### config.mk
export PLATFORM = sky130hd
export DESIGN_NAME = window_hash_pipe
export DESIGN_NICKNAME = d
export VERILOG_FILES = /design/src/rtl/window_hash_pkg.sv /design/src/rtl/window_hash_stage.sv /design/src/rtl/window_hash_pipe.sv
export SDC_FILE = /design/constraint.sdc
export NUM_CORES = 2
export LEC_CHECK = 0
export CAP_MARGIN = 20
export CORE_AREA = 2 2 566 568
export DETAILED_ROUTE_END_ITERATION = 8
export DIE_AREA = 0 0 568 570
export SYNTH_ARGS = -nofsm -noshare
export SYNTH_HDL_FRONTEND = slang
export SYNTH_SLANG_ARGS = --single-unit
### constraint.sdc
create_clock -name clk_i -period 125.5 [get_ports clk_i]
set_clock_uncertainty 0.1 [all_clocks]
set_input_delay 12.55 -clock clk_i [delete_from_list [all_inputs] [get_ports clk_i]]
set_output_delay 12.55 -clock clk_i [all_outputs]
set_load 0.01 [all_outputs]
### src/rtl/window_hash_pkg.sv
// Shared types, defaults and reference hash for the Bloom-index window hash pipeline.
// The reference function computes the full-window hash in one pass, for models and checks.
package window_hash_pkg;

    localparam int BYTE_W        = 8;
    localparam int WINDOW_SIZE   = 20;
    localparam int WINDOW_SIZE_W = $clog2(WINDOW_SIZE) + 1;
    localparam int HASH_W        = 16;
    localparam int ROT           = 5;
    localparam logic [HASH_W-1:0] SEED = 16'h1F3D;

    typedef logic [HASH_W-1:0]                  hash_t;
    typedef logic [WINDOW_SIZE_W-1:0]           len_t;
    typedef logic [WINDOW_SIZE-1:0][BYTE_W-1:0] window_t;

    function automatic hash_t rotl_hash(input hash_t h);
        return (h << ROT) | (h >> (HASH_W - ROT));
    endfunction

    // Counts above the window size are illegal upstream; clamp instead of wrapping.
    function automatic len_t sat_len(input len_t len);
        if (len > len_t'(WINDOW_SIZE)) begin
            return len_t'(WINDOW_SIZE);
        end
        return len;
    endfunction

    function automatic hash_t ref_window_hash(input window_t data, input len_t len);
        len_t  l;
        hash_t h;
        l = sat_len(len);
        h = SEED;
        for (int k = 0; k < WINDOW_SIZE; k++) begin
            h = rotl_hash(h) ^ ((k < int'(l)) ? hash_t'(data[k]) : hash_t'(0));
        end
        return h ^ hash_t'(l);
    endfunction

endpackage

### src/rtl/window_hash_stage.sv
// One pipeline stage: folds window bytes FIRST_BYTE..LAST_BYTE into the running hash of every lane.
// The stage folding the final window byte also mixes in the lane's byte count.
module window_hash_stage
    import window_hash_pkg::*;
#(
    parameter int SYMBOLS    = 8,
    parameter int FIRST_BYTE = 0,
    parameter int LAST_BYTE  = 3
) (
    input  logic                                              clk_i,
    input  logic                                              srst_n_i,
    input  logic                                              advance_i,
    input  logic                                              valid_i,
    input  logic [SYMBOLS-1:0][LAST_BYTE-FIRST_BYTE:0][BYTE_W-1:0] bytes_i,
    input  logic [SYMBOLS-1:0][WINDOW_SIZE_W-1:0]             len_i,
    input  logic [SYMBOLS-1:0][HASH_W-1:0]                    hash_i,
    output logic                                              valid_o,
    output logic [SYMBOLS-1:0][WINDOW_SIZE_W-1:0]             len_o,
    output logic [SYMBOLS-1:0][HASH_W-1:0]                    hash_o
);

    localparam bit IS_LAST = (LAST_BYTE == WINDOW_SIZE - 1);

    logic [SYMBOLS-1:0][HASH_W-1:0] hash_d;

    always_comb begin
        hash_d = '0;
        for (int l = 0; l < SYMBOLS; l++) begin
            hash_d[l] = hash_i[l];
            // Bytes at or beyond the lane's valid count fold in as zero.
            for (int j = 0; j <= LAST_BYTE - FIRST_BYTE; j++) begin
                hash_d[l] = rotl_hash(hash_d[l]) ^
                            ((FIRST_BYTE + j < int'(len_i[l])) ? hash_t'(bytes_i[l][j]) : hash_t'(0));
            end
            if (IS_LAST) begin
                hash_d[l] = hash_d[l] ^ hash_t'(len_i[l]);
            end
        end
    end

    always_ff @(posedge clk_i) begin
        if (!srst_n_i) begin
            valid_o <= 1'b0;
        end else if (advance_i) begin
            valid_o <= valid_i;
        end
    end

    always_ff @(posedge clk_i) begin
        if (advance_i) begin
            len_o  <= len_i;
            hash_o <= hash_d;
        end
    end

endmodule

### src/rtl/window_hash_pipe.sv
// Per-lane Bloom index hash over byte windows, pipelined NUM_STAGES deep with backpressure.
// Optional statistics counters are enabled with the macro WINDOW_HASH_PIPE_STAT_EN.
module window_hash_pipe
    import window_hash_pkg::*;
#(
    parameter int AST_SINK_SYMBOLS = 8,
    parameter int BYTES_PER_STAGE  = 4
) (
    input  logic                                                     clk_i,
    input  logic                                                     srst_n_i,
    input  logic [AST_SINK_SYMBOLS-1:0][WINDOW_SIZE-1:0][BYTE_W-1:0] windows_data_i,
    input  logic [AST_SINK_SYMBOLS-1:0][WINDOW_SIZE_W-1:0]           windows_valid_bytes_i,
    output logic                                                     windows_ready_o,
    output logic [AST_SINK_SYMBOLS-1:0][HASH_W-1:0]                  hash_o,
    output logic [AST_SINK_SYMBOLS-1:0]                              hash_lane_en_o,
    output logic                                                     hash_valid_o,
    input  logic                                                     hash_ready_i
`ifdef WINDOW_HASH_PIPE_STAT_EN
    ,
    output logic [31:0]                                              stat_beats_o,
    output logic [31:0]                                              stat_stall_o
`endif
);

    localparam int SYM        = AST_SINK_SYMBOLS;
    localparam int NUM_STAGES = (WINDOW_SIZE + BYTES_PER_STAGE - 1) / BYTES_PER_STAGE;

    // Handshake: the output beat transfers on a clock edge where hash_valid_o && hash_ready_i.
    // Upstream always presents a beat and it is taken on any edge where windows_ready_o is high;
    // the pipe advances as a whole whenever the output slot is empty or being drained.
    logic advance;
    logic beat_valid;
    logic [SYM-1:0][WINDOW_SIZE_W-1:0] len_sat;

    logic [NUM_STAGES:0]                                stg_valid;
    logic [NUM_STAGES:0][SYM-1:0][WINDOW_SIZE_W-1:0]    stg_len;
    logic [NUM_STAGES:0][SYM-1:0][HASH_W-1:0]           stg_hash;

    assign advance         = !hash_valid_o || hash_ready_i;
    assign windows_ready_o = advance;

    always_comb begin
        beat_valid = 1'b0;
        len_sat    = '0;
        for (int l = 0; l < SYM; l++) begin
            len_sat[l] = sat_len(windows_valid_bytes_i[l]);
            beat_valid = beat_valid | (windows_valid_bytes_i[l] != '0);
        end
    end

    assign stg_valid[0] = beat_valid;
    assign stg_len[0]   = len_sat;
    assign stg_hash[0]  = {SYM{SEED}};

    for (genvar s = 0; s < NUM_STAGES; s++) begin : g_stage
        localparam int FIRST = s * BYTES_PER_STAGE;
        localparam int LAST  = (((s + 1) * BYTES_PER_STAGE < WINDOW_SIZE) ?
                                (s + 1) * BYTES_PER_STAGE : WINDOW_SIZE) - 1;
        localparam int NB    = LAST - FIRST + 1;
        localparam int REM   = WINDOW_SIZE - FIRST;

        // Window bytes not yet folded when a beat reaches this stage; index 0 is byte FIRST.
        logic [SYM-1:0][REM-1:0][BYTE_W-1:0] rem;
        logic [SYM-1:0][NB-1:0][BYTE_W-1:0]  fold_bytes;

        if (s == 0) begin : g_src
            assign rem = windows_data_i;
        end else begin : g_reg
            always_ff @(posedge clk_i) begin
                if (advance) begin
                    for (int l = 0; l < SYM; l++) begin
                        rem[l] <= g_stage[s-1].rem[l][REM+BYTES_PER_STAGE-1:BYTES_PER_STAGE];
                    end
                end
            end
        end

        always_comb begin
            fold_bytes = '0;
            for (int l = 0; l < SYM; l++) begin
                fold_bytes[l] = rem[l][NB-1:0];
            end
        end

        window_hash_stage #(
            .SYMBOLS    (SYM),
            .FIRST_BYTE (FIRST),
            .LAST_BYTE  (LAST)
        ) u_stage (
            .clk_i     (clk_i),
            .srst_n_i  (srst_n_i),
            .advance_i (advance),
            .valid_i   (stg_valid[s]),
            .bytes_i   (fold_bytes),
            .len_i     (stg_len[s]),
            .hash_i    (stg_hash[s]),
            .valid_o   (stg_valid[s+1]),
            .len_o     (stg_len[s+1]),
            .hash_o    (stg_hash[s+1])
        );
    end

    assign hash_valid_o = stg_valid[NUM_STAGES];

    // Gating by the reset-cleared valid bit keeps outputs at zero without resetting data registers.
    always_comb begin
        hash_lane_en_o = '0;
        hash_o         = '0;
        for (int l = 0; l < SYM; l++) begin
            if (hash_valid_o && (stg_len[NUM_STAGES][l] != '0)) begin
                hash_lane_en_o[l] = 1'b1;
                hash_o[l]         = stg_hash[NUM_STAGES][l];
            end
        end
    end

`ifdef WINDOW_HASH_PIPE_STAT_EN
    always_ff @(posedge clk_i) begin
        if (!srst_n_i) begin
            stat_beats_o <= '0;
            stat_stall_o <= '0;
        end else begin
            if (advance && beat_valid) begin
                stat_beats_o <= stat_beats_o + 32'd1;
            end
            if (hash_valid_o && !hash_ready_i) begin
                stat_stall_o <= stat_stall_o + 32'd1;
            end
        end
    end
`endif

endmodule

==> images/by_instance.png <==
Drawn at 1 px/um. Other sequential cells in the stronger gray, the rest of the logic in the fainter gray.
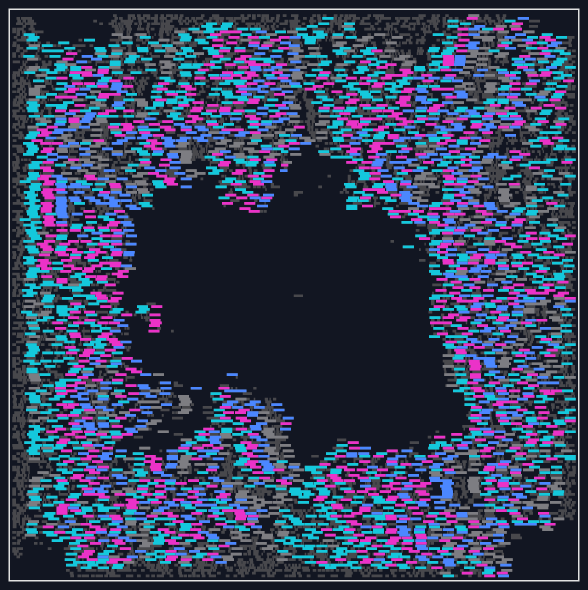
Key: blue = g_stage[3] [sequential cells 689, where all over the die]; magenta = g_stage[2] [sequential cells 945, where all over the die]; cyan = g_stage[1] [sequential cells 1201, where all over the die]
Another 610 sequential cells are not colored.
full die area: 324000 um2
Post-Layout Cell Count: 13100
fin util: 49.4%

==> images/wires.png <==
Drawn at 1 px/um. Two of the layers only.
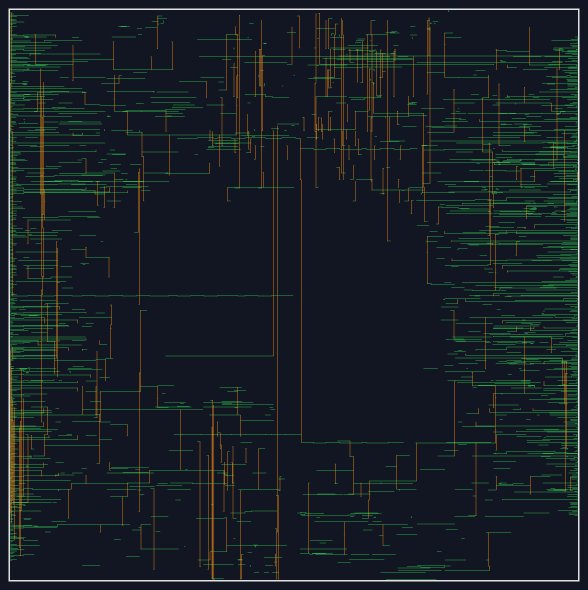
Key: green = metal 3 [wire length 30.0 mm]; orange = metal 4 [wire length 12400 um]
GR Util All Layers: 20.1%
Vias: 64300
drt total wl: 335 mm

==> images/io_placement.png <==
Pins as bars across the die edge, other pins in gray.
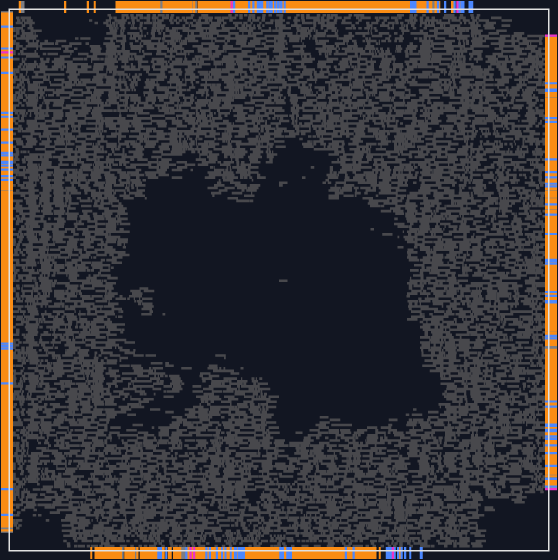
Key: magenta = hash_lane_en_o [pins 8, direction output, edge 3 bottom, 2 top, 2 right, 1 left]; orange = windows_data_i [pins 1280, direction input, edge 376 left, 333 top, 304 right, 267 bottom]; blue = hash_o [pins 128, direction output, edge 39 bottom, 35 right, 32 top, 22 left]
port buffer count: 1468
Die Y: 570 um
Die Wd: 568 um

==> images/placement.png <==
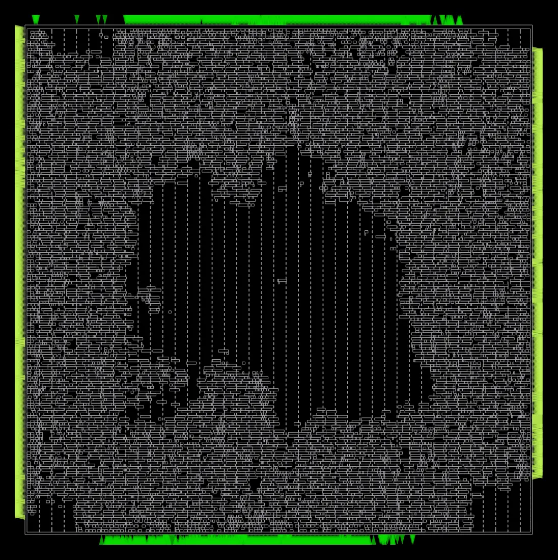
area of the core: 317000 um2
num sequential: 3445
Core Rows: 207

==> images/layer_met2.png <==
Drawn at 1 px/um.
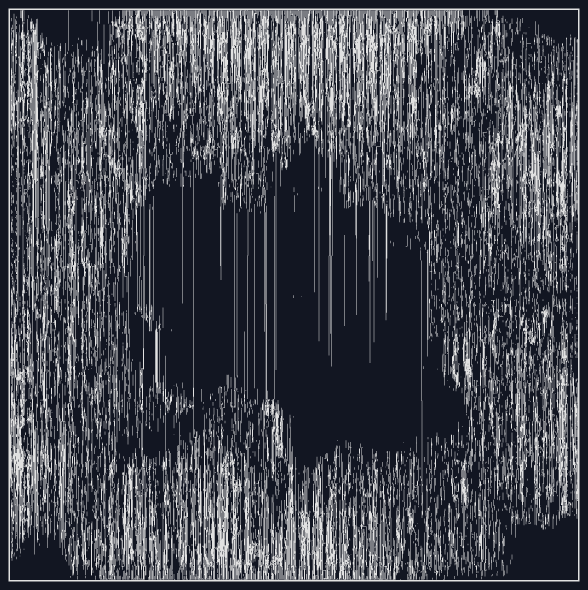
The wires run mostly vertical. 8591 nets have wire on it.
grt met2 use: 33.6%

==> impl_metrics.ini <==
; yosys + openroad results
[synthesis]
synthArstFlopShare_pct = 0
netlist_instances = 6735
ys_types = 56
logic_family = XOR/XNOR gates
mux_area_share_pct = 0.0321
syn_area_um2 = 125000
postSynthSeqShare_pct = 82.8
ff_type = edfxtp_1
synth_flop_count = 3445

[route]
wl_per_cell_um = 25.6
drt_iter0_drc = 6411
drc = 0
drt_first_pass_iters = 5

[worst_setup_path]
start_kind = primary input
worstPathArrival_ns = 14.17
end_kind = primary output

[pwr]
powerClk_w = 0.00104
sequentialPowerShare_pct = 53.6
powerDensity_nw_per_um2 = 18.0
p_int_w = 0.00218
vdd_drop_max_v = 0.0000118
p_sw_w = 0.000645
power_leader = registers
p_comb_share_pct = 9.5
p_sw_share_pct = 22.8

[status]
status = completed

[clock_tree]
clkLatencyLatePin_ns = 0.94
cts_tree = yes
ctsResizeCount = 0

[global_routing]
grt_pass1_vias = 63600
grt_pass1_wl_mm = 459
grt-ovfl-total = 0

[job]
maxCapViolations = 0

[placed_design]
place_congestion = 0.927
dp_hpwl_mm = 250

[final_timing]
relSlewSlack_pct = 24.9
fin_crit_sh_pct = 21.4
fin_crit_ns = 26.82

[layout]
syn_to_final_growth_pct = 25.6
==> cell families after synthesis <==
| logic type | Yosys count |
|---|---|
| AOI/OAI and AO/OA | 700 |
| xor gates and xnor gates | 1031 |
| buffers and inverters | 171 |
| DFF | 3445 |
| muxes | 4 |
| other | 1 |
| and+or+nand+nor | 1383 |
==> metal layers <==
metal / GRT usage [%] / part of all wire, %
met5: 0 / 0.23
met4: 7.61 / 3.7
met3: 6.08 / 9.0
met2: 33.6 / 49
met1: 24.3 / 38
==> flip-flops by register name (all words and copies together) (netlist names) <==
| name | count |
|---|---|
| g_stage.u_stage.hash_o | 640 |
| g_stage.u_stage.len_o | 240 |
| g_stage.fold_bytes | 1024 |
| g_stage.rem | 1536 |
| g_stage.u_stage.valid_o | 5 |
==> final timing paths <==
| path | startpoint | to | slack, ns | cells past startpoint |
|---|---|---|---|---|
| max | hash_ready_i | windows_ready_o | 98.68 | 3 |
| min | g_stage[1].rem[755] | g_stage[2].rem[563] | 0.25 | 0 |
| max reg2reg | g_stage[4].u_stage.valid_o | g_stage[3].rem[296] | 117.57 | 9 |
| min reg2reg | g_stage[1].rem[755] | g_stage[2].rem[563] | 0.25 | 0 |
==> per-stage QoR <==
| stage | std cells | power, W | instance area [um2] | hold slack, ns | utilization [%] |
|---|---|---|---|---|---|
| final | 13100 | 0.00282 | 157000 | 0.246 | 49.4 |
| after global routing | 13000 | 0.00293 | 157000 | 0.255 | 49.4 |
| after CTS | 13000 | 0.00286 | 157000 | 0.250 | 49.3 |
| after detailed placement | 12300 | 0.00181 | 145000 | 0.305 | 45.7 |
| after global placement | 12300 | 0.00180 | 145000 | 0.300 | 45.7 |
| after floorplan | 6742 | 0.00171 | 125000 | 0.300 | - |
==> synthesized netlist by cell type (9+ instances only) <==
cell type	count	area (um2)
and3_1	16	100
or4_1	15	113
o21ai_0	337	1690
nand2_1	770	2890
buf_2	9	45.0
nor3_1	9	45.0
a211o_1	25	219
nor2b_1	51	319
nand3b_1	16	120
or3_1	16	100
a21oi_1	75	375
nor2_1	133	499
xnor2_1	864	7570
and3b_1	24	210
o31ai_1	16	120
a21boi_0	25	188
and2_1	151	945
edfxtp_1	3440	103000
nand2b_1	74	463
o21a_1	25	188
inv_1	56	210
nand3_1	25	125
a32oi_1	14	123
a21o_1	32	240
clkbuf_1	94	353
xor2_1	111	972
xnor3_1	56	1260
a22oi_1	31	233
or2_2	40	250
a31oi_1	23	144
nor4_1	11	68.8
a211oi_1	11	82.6
nand4_1	10	62.6
==> area by class of cell <==
| type | count | area (um2) |
|---|---|---|
| diodes | 92 | 230 |
| clock buffers | 436 | 9260 |
| clock inverters | 214 | 2330 |
| fillers | 26200 | 160000 |
| inverters | 56 | 210 |
| multi-input cells | 3126 | 20900 |
| flip-flops and latches | 3445 | 103000 |
| well taps | 4180 | 5230 |
| repair buffers | 1531 | 15300 |
==> critical path, cell delays in order <==
cell	delay, ns
clkdlybuf4s50_1	0.46
nand2b_4	0.38
clkdlybuf4s50_1	0.78
Power and IR drop assume default switching activity.
